## src/rtl/nibbler_pkg.sv

```systemverilog
// Shared widths, loader state encoding and default frame marker for the Nibbler
// program-memory loader.
package nibbler_pkg;

    localparam int unsigned ADDR_W = 12;
    localparam int unsigned DATA_W = 8;

    localparam logic [DATA_W-1:0] SYNC_BYTE_DEFAULT = 8'hA5;

    typedef enum logic [2:0] {
        ST_IDLE,
        ST_LEN_HI,
        ST_LEN_LO,
        ST_DATA,
        ST_WRITE,
        ST_CHECK,
        ST_DONE,
        ST_ERROR
    } loader_state_t;

endpackage

```

## src/rtl/nibbler_program_loader.sv

```systemverilog
// Frame receiver that writes a host byte stream into Nibbler program memory and
// releases the CPU reset only after a checksum-verified load.
module nibbler_program_loader
    import nibbler_pkg::*;
#(
    parameter int unsigned       WRITE_CYCLES  = 1,
    parameter bit                HOLD_AT_RESET = 1'b1,
    parameter logic [DATA_W-1:0] SYNC_BYTE     = SYNC_BYTE_DEFAULT
) (
    input  logic              clk,
    input  logic              notReset,
    input  logic              rxValid,
    input  logic [DATA_W-1:0] rxByte,
    output logic              rxReady,
    output logic              romWriteEnable,
    output logic [ADDR_W-1:0] romAddress,
    output logic [DATA_W-1:0] romData,
    output logic              cpuNotReset,
    output logic              loadDone,
    output logic              loadError
);

    // Out-of-range WRITE_CYCLES values are clamped into 1..15.
    localparam logic [3:0] HOLD_LAST = (WRITE_CYCLES < 2)  ? 4'd0  :
                                       (WRITE_CYCLES > 15) ? 4'd14 :
                                       4'(WRITE_CYCLES - 1);

    loader_state_t     state, state_next;
    logic [ADDR_W-1:0] len, len_next;
    logic [ADDR_W-1:0] addr_cnt, addr_cnt_next;
    logic [DATA_W-1:0] sum, sum_next;
    logic [3:0]        hold_cnt, hold_cnt_next;
    logic [ADDR_W-1:0] rom_address_next;
    logic [DATA_W-1:0] rom_data_next;
    logic              cpu_run_next;
    logic              done_next;
    logic              error_next;
    logic              accept;
    logic [ADDR_W-1:0] len_full;

    assign accept   = rxValid & rxReady;
    assign len_full = {len[11:8], rxByte};

    always_ff @(posedge clk or negedge notReset) begin
        if (!notReset) begin
            state          <= ST_IDLE;
            len            <= '0;
            addr_cnt       <= '0;
            sum            <= '0;
            hold_cnt       <= '0;
            rxReady        <= 1'b1;
            romWriteEnable <= 1'b0;
            romAddress     <= '0;
            romData        <= '0;
            cpuNotReset    <= ~HOLD_AT_RESET;
            loadDone       <= 1'b0;
            loadError      <= 1'b0;
        end else begin
            state          <= state_next;
            len            <= len_next;
            addr_cnt       <= addr_cnt_next;
            sum            <= sum_next;
            hold_cnt       <= hold_cnt_next;
            // Handshake and strobe are flops decoded from the next state.
            rxReady        <= (state_next != ST_WRITE);
            romWriteEnable <= (state_next == ST_WRITE);
            romAddress     <= rom_address_next;
            romData        <= rom_data_next;
            cpuNotReset    <= cpu_run_next;
            loadDone       <= done_next;
            loadError      <= error_next;
        end
    end

    always_comb begin
        state_next       = state;
        len_next         = len;
        addr_cnt_next    = addr_cnt;
        sum_next         = sum;
        hold_cnt_next    = hold_cnt;
        rom_address_next = romAddress;
        rom_data_next    = romData;
        cpu_run_next     = cpuNotReset;
        done_next        = loadDone;
        error_next       = loadError;

        unique case (state)
            ST_IDLE, ST_DONE, ST_ERROR: begin
                if (accept && rxByte == SYNC_BYTE) begin
                    state_next   = ST_LEN_HI;
                    cpu_run_next = 1'b0;
                    done_next    = 1'b0;
                    error_next   = 1'b0;
                end
            end
            ST_LEN_HI: begin
                if (accept) begin
                    if (rxByte[7:4] != 4'h0) begin
                        state_next   = ST_ERROR;
                        cpu_run_next = 1'b0;
                        error_next   = 1'b1;
                    end else begin
                        len_next   = {rxByte[3:0], len[7:0]};
                        state_next = ST_LEN_LO;
                    end
                end
            end
            ST_LEN_LO: begin
                if (accept) begin
                    len_next      = len_full;
                    addr_cnt_next = '0;
                    sum_next      = '0;
                    state_next    = (len_full == '0) ? ST_CHECK : ST_DATA;
                end
            end
            ST_DATA: begin
                if (accept) begin
                    rom_data_next    = rxByte;
                    rom_address_next = addr_cnt;
                    sum_next         = sum + rxByte;
                    hold_cnt_next    = '0;
                    state_next       = ST_WRITE;
                end
            end
            ST_WRITE: begin
                if (hold_cnt == HOLD_LAST) begin
                    addr_cnt_next = addr_cnt + 12'd1;
                    state_next    = (addr_cnt + 12'd1 == len) ? ST_CHECK : ST_DATA;
                end else begin
                    hold_cnt_next = hold_cnt + 4'd1;
                end
            end
            ST_CHECK: begin
                if (accept) begin
                    if (rxByte == sum) begin
                        state_next   = ST_DONE;
                        cpu_run_next = 1'b1;
                        done_next    = 1'b1;
                    end else begin
                        state_next   = ST_ERROR;
                        cpu_run_next = 1'b0;
                        error_next   = 1'b1;
                    end
                end
            end
            default: state_next = ST_IDLE;
        endcase
    end

endmodule

```

## config.mk

```make
export PLATFORM = sky130hd
export DESIGN_NAME = nibbler_program_loader
export DESIGN_NICKNAME = d
export VERILOG_FILES = /design/src/rtl/nibbler_pkg.sv /design/src/rtl/nibbler_program_loader.sv
export SDC_FILE = /design/constraint.sdc
export NUM_CORES = 1
export LEC_CHECK = 0
export CORE_UTILIZATION = 40
export DETAILED_ROUTE_END_ITERATION = 7
export GPL_TIMING_DRIVEN = 0
export HOLD_SLACK_MARGIN = 0.06
export PLACE_DENSITY_LB_ADDON = 0.3
export REMOVE_ABC_BUFFERS = 1
export SLEW_MARGIN = 10
export SYNTH_ARGS = -nofsm -noshare
export SYNTH_HDL_FRONTEND = slang
export SYNTH_SLANG_ARGS = --single-unit
```

## constraint.sdc

```tcl
create_clock -name clk -period 2.23 [get_ports clk]
set_input_delay 0.446 -clock clk [delete_from_list [all_inputs] [get_ports clk]]
set_output_delay 0.446 -clock clk [all_outputs]
set_load 0.05 [all_outputs]
```

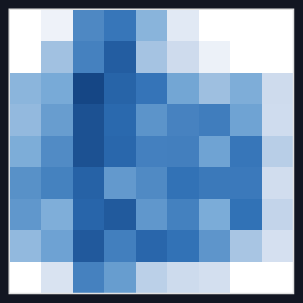
(run_1/cell_density.png)
(3 px per um) 9 x 9 tiles, from white (low) to dark blue (high), 0 to 100% covered.
nearly empty tiles = 12%
fullest tile = 91%
emptiest ninth of the die = north-east
fin util: 53.3%
Core ar.: 8220 um2
Init Core Util: 41.4%

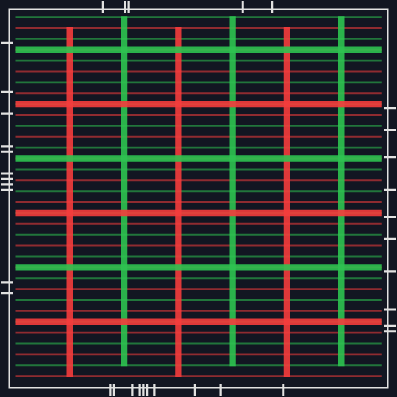
(run_1/power_grid.png)
(4 px per um) Pins as bars on the die edge.
green -> VDD
red -> VSS
signal pins = 36
met5 straps = 6
chip height: 94.3 um
Peak VDD IR: 662 uV
Die Width: 94.3 um

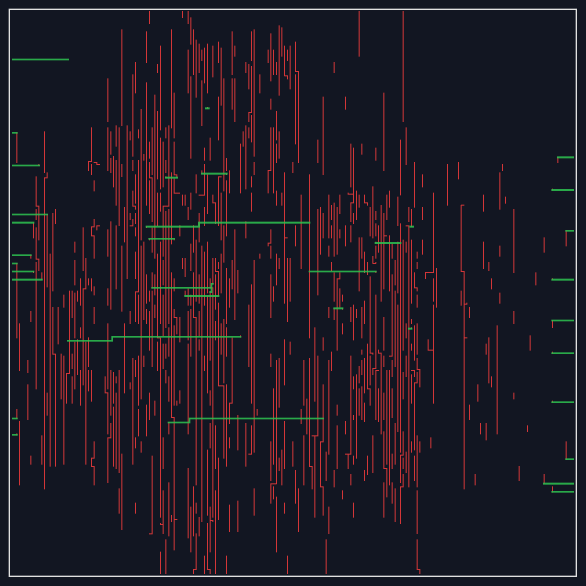
(run_1/wires.png)
(6 px per um) Only two layers are drawn.
green -> metal 3  # wire length 196 um
red -> metal 2  # wire length 3840 um
global-route total usage across every layer: 18.9%
total vias in the final route: 2695
DRT Wirelength: 7740 um
DR WL/cell: 15.7 um

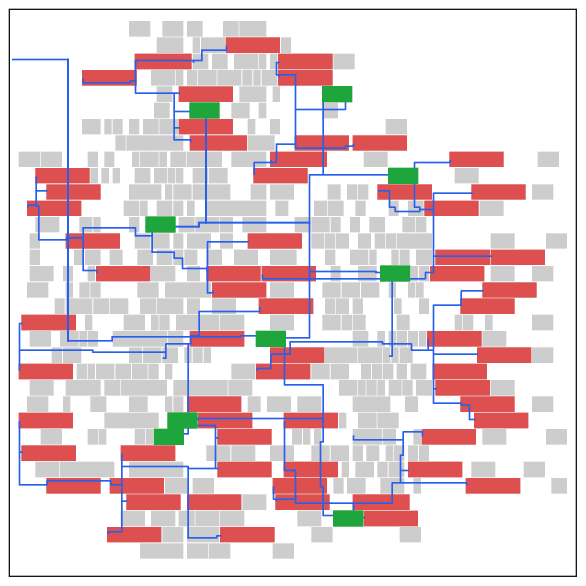
(run_1/clk_routes.png)
(6 px per um)
green -> clock drivers  # count 9
red -> flip-flops  # count 64
blue -> clock wires  # length 905 um
flops lie = spread over the die
routed clock nets = 10
clock skew: 0.00736 ns
Clock Power Share: 16.9%
Insertion Delay late pin: 0.34 ns

==> flow_summary.toml, run 1 <==
# synthesis and place-and-route metrics
[run_status]
outcome = "finished, violations left"
violations = "setup timing"

[route]
ant_nets = 0
met1_length_um = 3630
dr.pass1.iters = 4
vias_per_cell = 5.48
dr.first_iter.drc_count = 129
met3_length_um = 195
highest_layer = "met4"

[global_route]
grt_pass1_vias = 2624
met1_usage_pct = 24.4
antenna_found_initial = 0
groute.layer.met2.usage_pct = 30.0
overflow = 0
grt_pass1_wl_um = 12700
grt_max_degree = 65
grt_busiest_layer = "met2"

[setup_path]
cp_slowest_cell = "or4_4"
reg2reg_from = "len[9]$_DFFE_PN0P_"
path_cells = "buf_12, or4_4, or3_4, o21a_4, o2bb2ai_4, nor3_4, inv_2, or3_4, a21oi_2"
critPathTopFamily = "simple AND/OR/NAND/NOR gates"
path_depth = 9
reg2reg_to = "hold_cnt[3]$_DFFE_PN0P_"
critPathCaptureType = "flip-flop"
crit_required_ns = 2.50
max_stage_delay_ns = 0.51

[pwr]
power.density_nw_per_um2 = 1200
p_sw_share_pct = 41.4
p_sw_mw = 2.18
leakage_nw = 1.89
clk-power_uw = 891
seqPwrFrac_pct = 34.5
seq_power_mw = 1.82

[final_timing]
rsz0062_at_grt = "true"
hold_slack_ns = 0.196
min_period_over_period_pct = 102
setup_ws_ns = -0.0371
final-hold-violation-count = 0
maxSlewHeadroom_pct = 44.9
drv_slew = 0
finalSetupViolCount = 1
tightestPinTransition_ns = 0.819
min_period_ns = 2.27
max_freq_mhz = 441

[die]
chipArea_um2 = 8880
num_io_pins = 36

[synthesis]
edf_count = 0
post-synth-top-count-cell = "dfrtp_1"
synthMuxAreaShare_pct = 10.9
ys_cells = 334
synth_area_per_cell_um2 = 10.2
simple_gate_area_share_pct = 16.2
async_flop_share_pct = 100
ys_ff = 64
yosysWarnings = 0
syn_area_um2 = 3400
synthTopLogicFamily = "simple AND/OR/NAND/NOR gates"
ys.flop_type = "dfrtp_1"
synth.top_cell.area_share_pct = 46.3
ys_chip_area_um2 = 3400
synth_top_cell_by_area = "dfrtp_1"
synthCells = 334

[placed_design]
io_buffers = 35
dp_slack_ns = -1.33
dp_hpwl_um = 4820
place.gp.congestion = 0.791

[clock_tree]
clk_pin_slew_ns = 0.07
cts_root_buffer = "clkbuf_8"
clock-sinks = 64
holdBufCountCts = 0

[final_layout]
finalNetCount = 404
drive_gt1_share_pct = 28.9
antenna_cells = 0
area_growth_pct = 28.7

[worst_hold_path]
hold_path.class = "primary input to asynchronous set/reset pin"

[run]
drv_cap = 0
tool_warnings = 28
-- run 1: sequential cells by signal (all words and copies together) (netlist names) --
signal,cells
romWriteEnable,1
len,12
loadDone,1
sum,8
rxReady,1
cpuNotReset,1
state,3
romAddress,12
loadError,1
hold_cnt,4
romData,8
addr_cnt,12
-- run 1: worst reg2reg max path, cell delays in order (launching register included) --
cell,delay [ns]
dfrtp_1,0.42
nor4_2,0.28
a31oi_1,0.11
or3_4,0.36
a31o_4,0.26
nor3_4,0.20
inv_2,0.06
or3_4,0.33
a21oi_2,0.12
-- run 1: cell usage in the layout (no fill, tap or decap), types with 9 or more instances in the layout --
cell type        Yosys  final
xnor2_1             12     12
nor2_1              21     19
buf_4                0     18
xor2_1               9      9
clkbuf_8             0     10
nand2_1             31     30
mux2_2              32     32
clkdlybuf4s50_1      0     25
o21ai_0             33     32
dfrtp_1             63     60
nand3_1             11      9
-- run 1: per-stage QoR --
stage	TNS [ns]	cell area [um2]	util (%)	cells
2_1_floorplan	-2.43	3340	-	318
3_3_place_gp	-129.04	3820	46.5	458
3_5_place_dp	-40.47	3820	46.5	458
4_1_cts	-0.0242	4260	51.8	483
5_1_grt	-0.140	4380	53.3	492
6_report	-0.0371	4380	53.3	492
-- run 1: cell type report --
| class | instances | area (um2) |
|---|---|---|
| Tap cell | 105 | 131 |
| Fill cell | 717 | 3840 |
| Timing Repair Buffer | 52 | 480 |
| Clock buffer | 11 | 141 |
| Sequential cell | 64 | 1610 |
| Multi-Input combinational cell | 248 | 1960 |
| Inverter | 7 | 27.5 |
| Clock inverter | 5 | 32.5 |
-- run 1: timing repair --
item                       CTS  global route
resized                     67            20
buffers inserted             9             8
pin swaps                   12             7
gates cloned                 0             1
hold endpoints to repair     0             0
setup endpoints to repair   61            17
==> run 1 -> run 2 <==
CORE_MARGIN = 2   (was default)
==> run 2 against run 1 <==
Net effect: the run still ends with setup timing left; critical path depth unchanged; non-clock buffer count fell by 1; sequential share of layout area is essentially flat; critical path type unchanged; critical endpoint unchanged; largest cell class unchanged; largest power group unchanged; highest routed layer unchanged.
==> flow_summary.toml, run 2 <==
# synthesis and place-and-route metrics
[final_timing]
maxSlewHeadroom_pct = 46.5
setup_tns_ns = -0.225
min_period_over_period_pct = 106
setup_ws_ns = -0.126
max_freq_mhz = 424
finalSetupViolCount = 2
min_period_ns = 2.36
fin_worst_skew_ns = 0.0153
drv_slew = 0
hold_slack_ns = 0.172

[global_route]
grt_busiest_layer = "met2"
groute.layer.met2.usage_pct = 26.8
grt_max_degree = 65
antenna_found_initial = 0
grt_usage_pct = 17.5
overflow = 0
grt_pass1_vias = 2541
grt_pass1_wl_um = 12400

[synthesis]
synth.top_cell.area_share_pct = 46.3
synthTopLogicFamily = "simple AND/OR/NAND/NOR gates"
syn_area_um2 = 3400
edf_count = 0
synth_top_cell_by_area = "dfrtp_1"
ys_ff = 64
synth_area_per_cell_um2 = 10.2
ys_cells = 334
ys_chip_area_um2 = 3400
simple_gate_area_share_pct = 16.2
synthCells = 334

[clock_tree]
clock_latency_ns = 0.35
clock-sinks = 64
clk_pin_slew_ns = 0.08
holdBufCountCts = 0

[setup_path]
critPathCaptureType = "flip-flop"
max_stage_delay_ns = 0.52

[pwr]
p_sw_share_pct = 39.3
seqPwrFrac_pct = 33.1
power.density_nw_per_um2 = 1250
seq_power_mw = 1.81
clk-power_mw = 1.13
pwr-share-clk_pct = 20.6

[placed_design]
dp_hpwl_um = 4870
place.gp.congestion = 0.853
place_area_um2 = 3820
dp_slack_ns = -1.33

[final_layout]
post-route-cell-area_um2 = 4380
finalNetCount = 403
antenna_cells = 0
drive_gt1_share_pct = 28.1
largestRegisters = "addr_cnt: 12 flops, len: 12 flops, romAddress: 12 flops"
final_cell_mix = "dfrtp_1 (60), o21ai_0 (32), mux2_2 (32)"
area_growth_pct = 28.7

[run]
drv_cap = 0
tool_warnings = 28

[route]
wl_per_cell_um = 15.6
vias_per_cell = 5.51
met1_length_um = 3590
dr.pass1.iters = 4
ant_nets = 0

[run_status]
outcome = "finished, violations left"
violations = "setup timing"

[die]
num_io_pins = 36
[run 2: cell counts after synthesis]
No cell type changed its count.
[run 2: per-stage QoR]
stage | power (mW) | cells
after global routing | 5.83 | 490
after global placement | 3.84 | 458
final | 5.47 | 490
after CTS | 5.27 | 478
after floorplan | 3.32 | 318
after detailed placement | 3.90 | 458
[run 2: critical path: cells and delay by family]
family	cells	cell delay [ns]
buffers and inverters	2	0.17
AND-OR/OR-AND	3	0.53
AND/OR/NAND/NOR	4	1.47
[run 2: area by class of cell]
| class | count | area, um2 |
|---|---|---|
| timing repair buffer | 51 | 455 |
| inverter | 7 | 27.5 |
| fill | 718 | 3830 |
| multi-input combinational | 248 | 1940 |
| sequential | 64 | 1610 |
| clock inverter | 3 | 65.1 |
| tap | 105 | 131 |
| clock buffer | 12 | 155 |
[run 2: timing repair]
item                                    4_1_cts  5_1_grt
endpoints found under the setup margin       61       17
pin swaps                                     9       10
cloned                                        0        1
gates resized                                53       30
buffers inserted                              5       12
[run 2: path summary, 6_finish.rpt]
path / from / to / slack [ns] / depth (start not counted)
hold reg to reg: romAddress[6]$_DFFE_PN0P_ / romAddress[6]$_DFFE_PN0P_ / 0.48 / 2
setup reg to reg: rxReady$_DFF_PN1_ / hold_cnt[3]$_DFFE_PN0P_ / -0.10 / 8
min in group clk: rxByte[1] / len[1]$_DFFE_PN0P_ / 0.38 / 2
setup / recovery: rxByte[1] / hold_cnt[3]$_DFFE_PN0P_ / -0.13 / 9
max in group asynchronous: notReset / state[0]$_DFF_PN0_ / 1.46 / 1
hold / removal: notReset / romAddress[3]$_DFFE_PN0P_ / 0.17 / 1
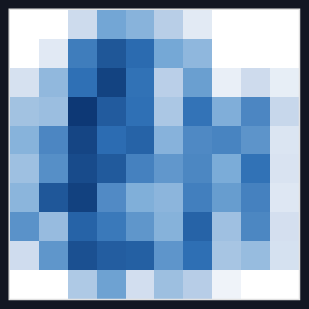
(run_2/cell_density.png)
(3 px per um) 10 x 10 tiles, from white (low) to dark blue (high), 0 to 100% covered.
mean over tiles = 46%
emptiest ninth of the die = north-east
fullest tile = 97%
tiles over 75% full = 17%
fin util: 53.3%

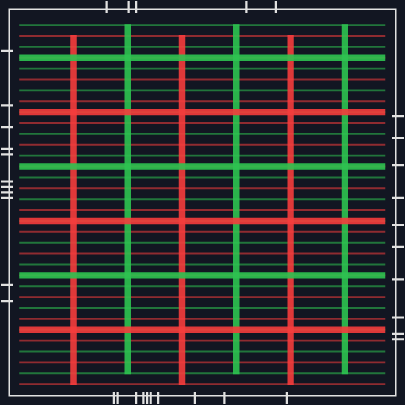
(run_2/power_grid.png)
(4 px per um) Pins as bars on the die edge.
red -> VSS
green -> VDD
signal pins = 36
met4 straps = 6
chip height: 96.3 um
Peak VDD IR: 713 uV
Die Width: 96.3 um

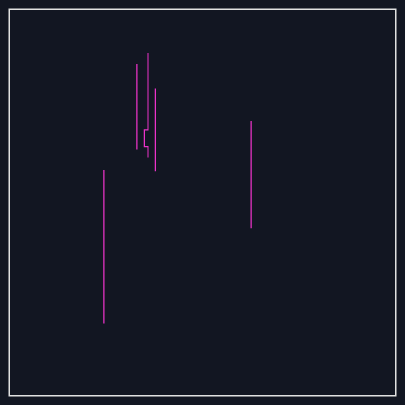
(run_2/layer_met4.png)
(4 px per um)
main direction = vertical
wire length on this layer = 134 um
share of all routed wire = 1.8%
longest straight run = 38.1 um
nets with wire on the layer = 3
total vias in the final route: 2698
DRT Wirelength: 7630 um

==> run 2 -> run 3 <==
CTS_CLUSTER_SIZE = 25   (was default)
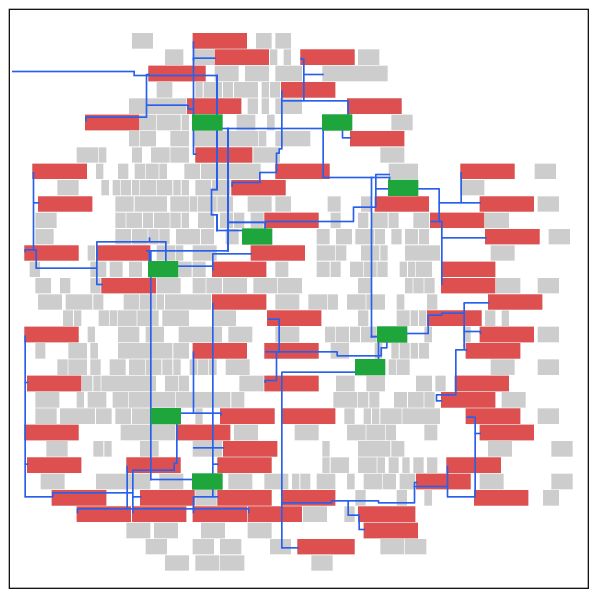
(run_3/clk_routes.png)
(6 px per um)
green -> clock drivers  # count 9
red -> flip-flops  # count 64
blue -> clock wires  # length 867 um
flops lie = spread over the die
clock skew: 0.0153 ns
Insertion Delay late pin: 0.35 ns
P_clk: 1.13 mW
Clock Power Share: 20.6%

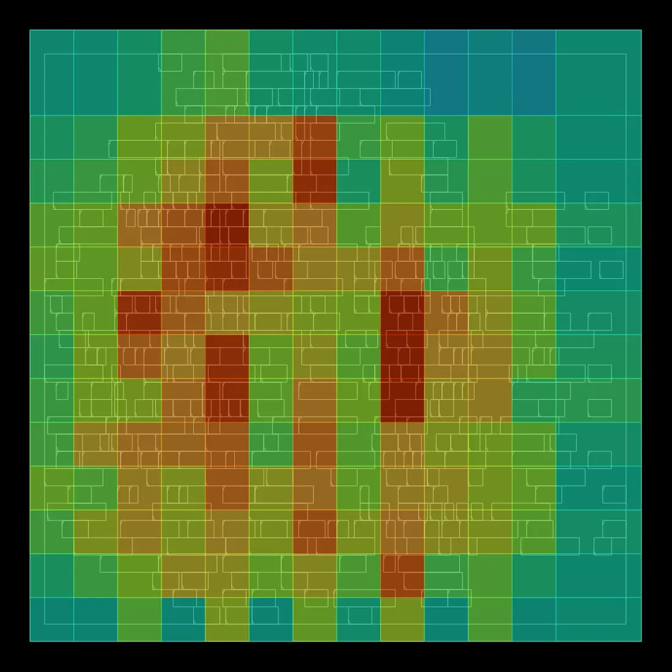
(run_3/congestion.png)
busiest layer in global routing: met2
DR WL/cell: 15.6 um
met1 Use GR: 23.9%

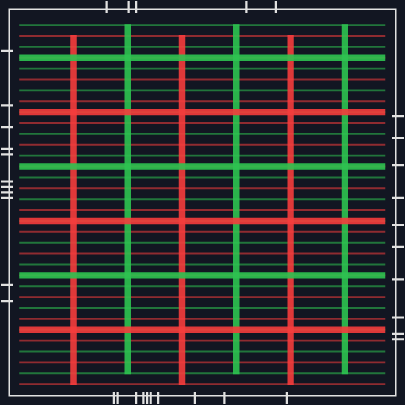
(run_3/power_grid.png)
(4 px per um) Pins as bars on the die edge.
red -> VSS
green -> VDD
signal pins = 36
met4 straps = 6
met1 rails = 34

==> run 3 against run 2 <==
Net effect: the run still ends with setup timing left; synthesized cell count is the same; combinational power hardly changed; hold slack did not move; register-to-register slack barely moved; largest power group unchanged.
==> flow_summary.toml, run 3 <==
# synthesis and place-and-route metrics
[global_route]
grt_max_degree = 65
grt_usage_pct = 17.5
grt_pass1_wl_um = 12400
grt_pass1_vias = 2541
antenna_found_initial = 0
overflow = 0

[placed_design]
place_area_um2 = 3820
dp_hpwl_um = 4870
io_buffers = 35
dp_cells = 458
dp_slack_ns = -1.33
place.gp.congestion = 0.853

[pwr]
p_sw_share_pct = 39.3
power.density_nw_per_um2 = 1250
ir_drop_uv = 713
seq_power_mw = 1.81
seqPwrFrac_pct = 33.1
power_mw = 5.47
p_sw_mw = 2.15

[clock_tree]
clk_pin_slew_ns = 0.08
holdBufCountCts = 0
clock-sinks = 64
cts_buffers = 9

[run]
drv_cap = 0
tool_warnings = 28

[final_layout]
drive_gt1_share_pct = 28.1
lay_top_count = "dfrtp_1"
final_cell_count_no_fill = 490
finalNetCount = 403
register_area_um2 = 1610
post-route-cell-area_um2 = 4380
mi_logic_area_um2 = 1940
area_growth_pct = 28.7
utilization_pct = 53.3
antenna_cells = 0
largestRegisters = "addr_cnt: 12 flops, len: 12 flops, romAddress: 12 flops"
fill_cells = 718
final_cell_mix = "dfrtp_1 (60), o21ai_0 (32), mux2_2 (32)"

[route]
num_vias = 2698
vias_per_cell = 5.51
dr.first_iter.drc_count = 77
dr.pass1.iters = 4
wl_um = 7630
drc_errors = 0
ant_nets = 0

[die]
die_y_um = 96.3
fp.dieW_um = 96.3
num_io_pins = 36

[final_timing]
max_freq_mhz = 424
min_period_ns = 2.36
maxSlewHeadroom_pct = 46.5
finalSetupViolCount = 2
hold_slack_ns = 0.172
rsz0062_at_grt = "true"
setup_tns_ns = -0.225
min_period_over_period_pct = 106
setup_ws_ns = -0.126
drv_slew = 0

[setup_path]
cp_common_cell = "or3_4"
cp_slowest_cell = "or4_4"
critPathCaptureType = "flip-flop"
critPathLaunch = "rxByte[1]"
cp_num_buf_inv = 2
reg2reg_from = "rxReady$_DFF_PN1_"
critPathTopFamily = "simple AND/OR/NAND/NOR gates"
max_stage_delay_ns = 0.52
crit_required_ns = 2.50

[synthesis]
syn_area_um2 = 3400
postSynthSeqShare_pct = 47.1
synthCells = 334
synth_area_per_cell_um2 = 10.2
ys_chip_area_um2 = 3400
synth.top_cell.area_share_pct = 46.3
synth_top_cell_by_area = "dfrtp_1"
ys.flop_type = "dfrtp_1"
ys_ff = 64
post-synth-top-count-cell = "dfrtp_1"
edf_count = 0
ys_cells = 334

[run_status]
outcome = "finished, violations left"
violations = "setup timing"
-- run 3: cells by family (layout without fill, tap and decap cells) --
family / count (synthesis) / count (layout) / synth area share, %
DFF: 64 / 64 / 47.1
and+or+nand+nor: 110 / 111 / 16.2
adders and majority gates: 11 / 11 / 4.26
AOI/OAI and AO/OA: 72 / 72 / 13.5
xor gates and xnor gates: 21 / 21 / 5.40
muxes: 33 / 33 / 10.9
buffers and inverters: 23 / 73 / 2.61
-- run 3: per-layer routing --
metal | share of wire [%] | track usage [%]
met2 | 48 | 26.8
met5 | 0 | 0
met3 | 3.4 | 4.15
met1 | 47 | 23.9
met4 | 1.7 | 7.02
-- run 3: final cells by class --
| class | count | area share, % |
|---|---|---|
| clock buffers | 12 | 3.54 |
| multi-input cells | 248 | 44.3 |
| flip-flops and latches | 64 | 36.7 |
| repair buffers | 51 | 10.4 |
| well taps | 105 | 3.00 |
| clock inverters | 3 | 1.48 |
| inverters | 7 | 0.628 |
-- run 3: worst paths after layout --
| check | endpoint | slack, ns | cells after the start |
|---|---|---|---|
| max | hold_cnt[3]$_DFFE_PN0P_ | -0.13 | 9 |
| min | romAddress[3]$_DFFE_PN0P_ | 0.17 | 1 |
| max reg2reg | hold_cnt[3]$_DFFE_PN0P_ | -0.10 | 8 |
| min reg2reg | romAddress[6]$_DFFE_PN0P_ | 0.48 | 2 |
| max in group asynchronous | state[0]$_DFF_PN0_ | 1.46 | 1 |
| min in group clk | len[1]$_DFFE_PN0P_ | 0.38 | 2 |
-- run 3: repair_timing --
item | CTS | global route
pin swaps | 9 | 10
buffers inserted | 5 | 12
cloned | 0 | 1
resized | 53 | 30
setup endpoints to repair | 61 | 17
No activity file was given, so power comes from the tool's default toggle rates.
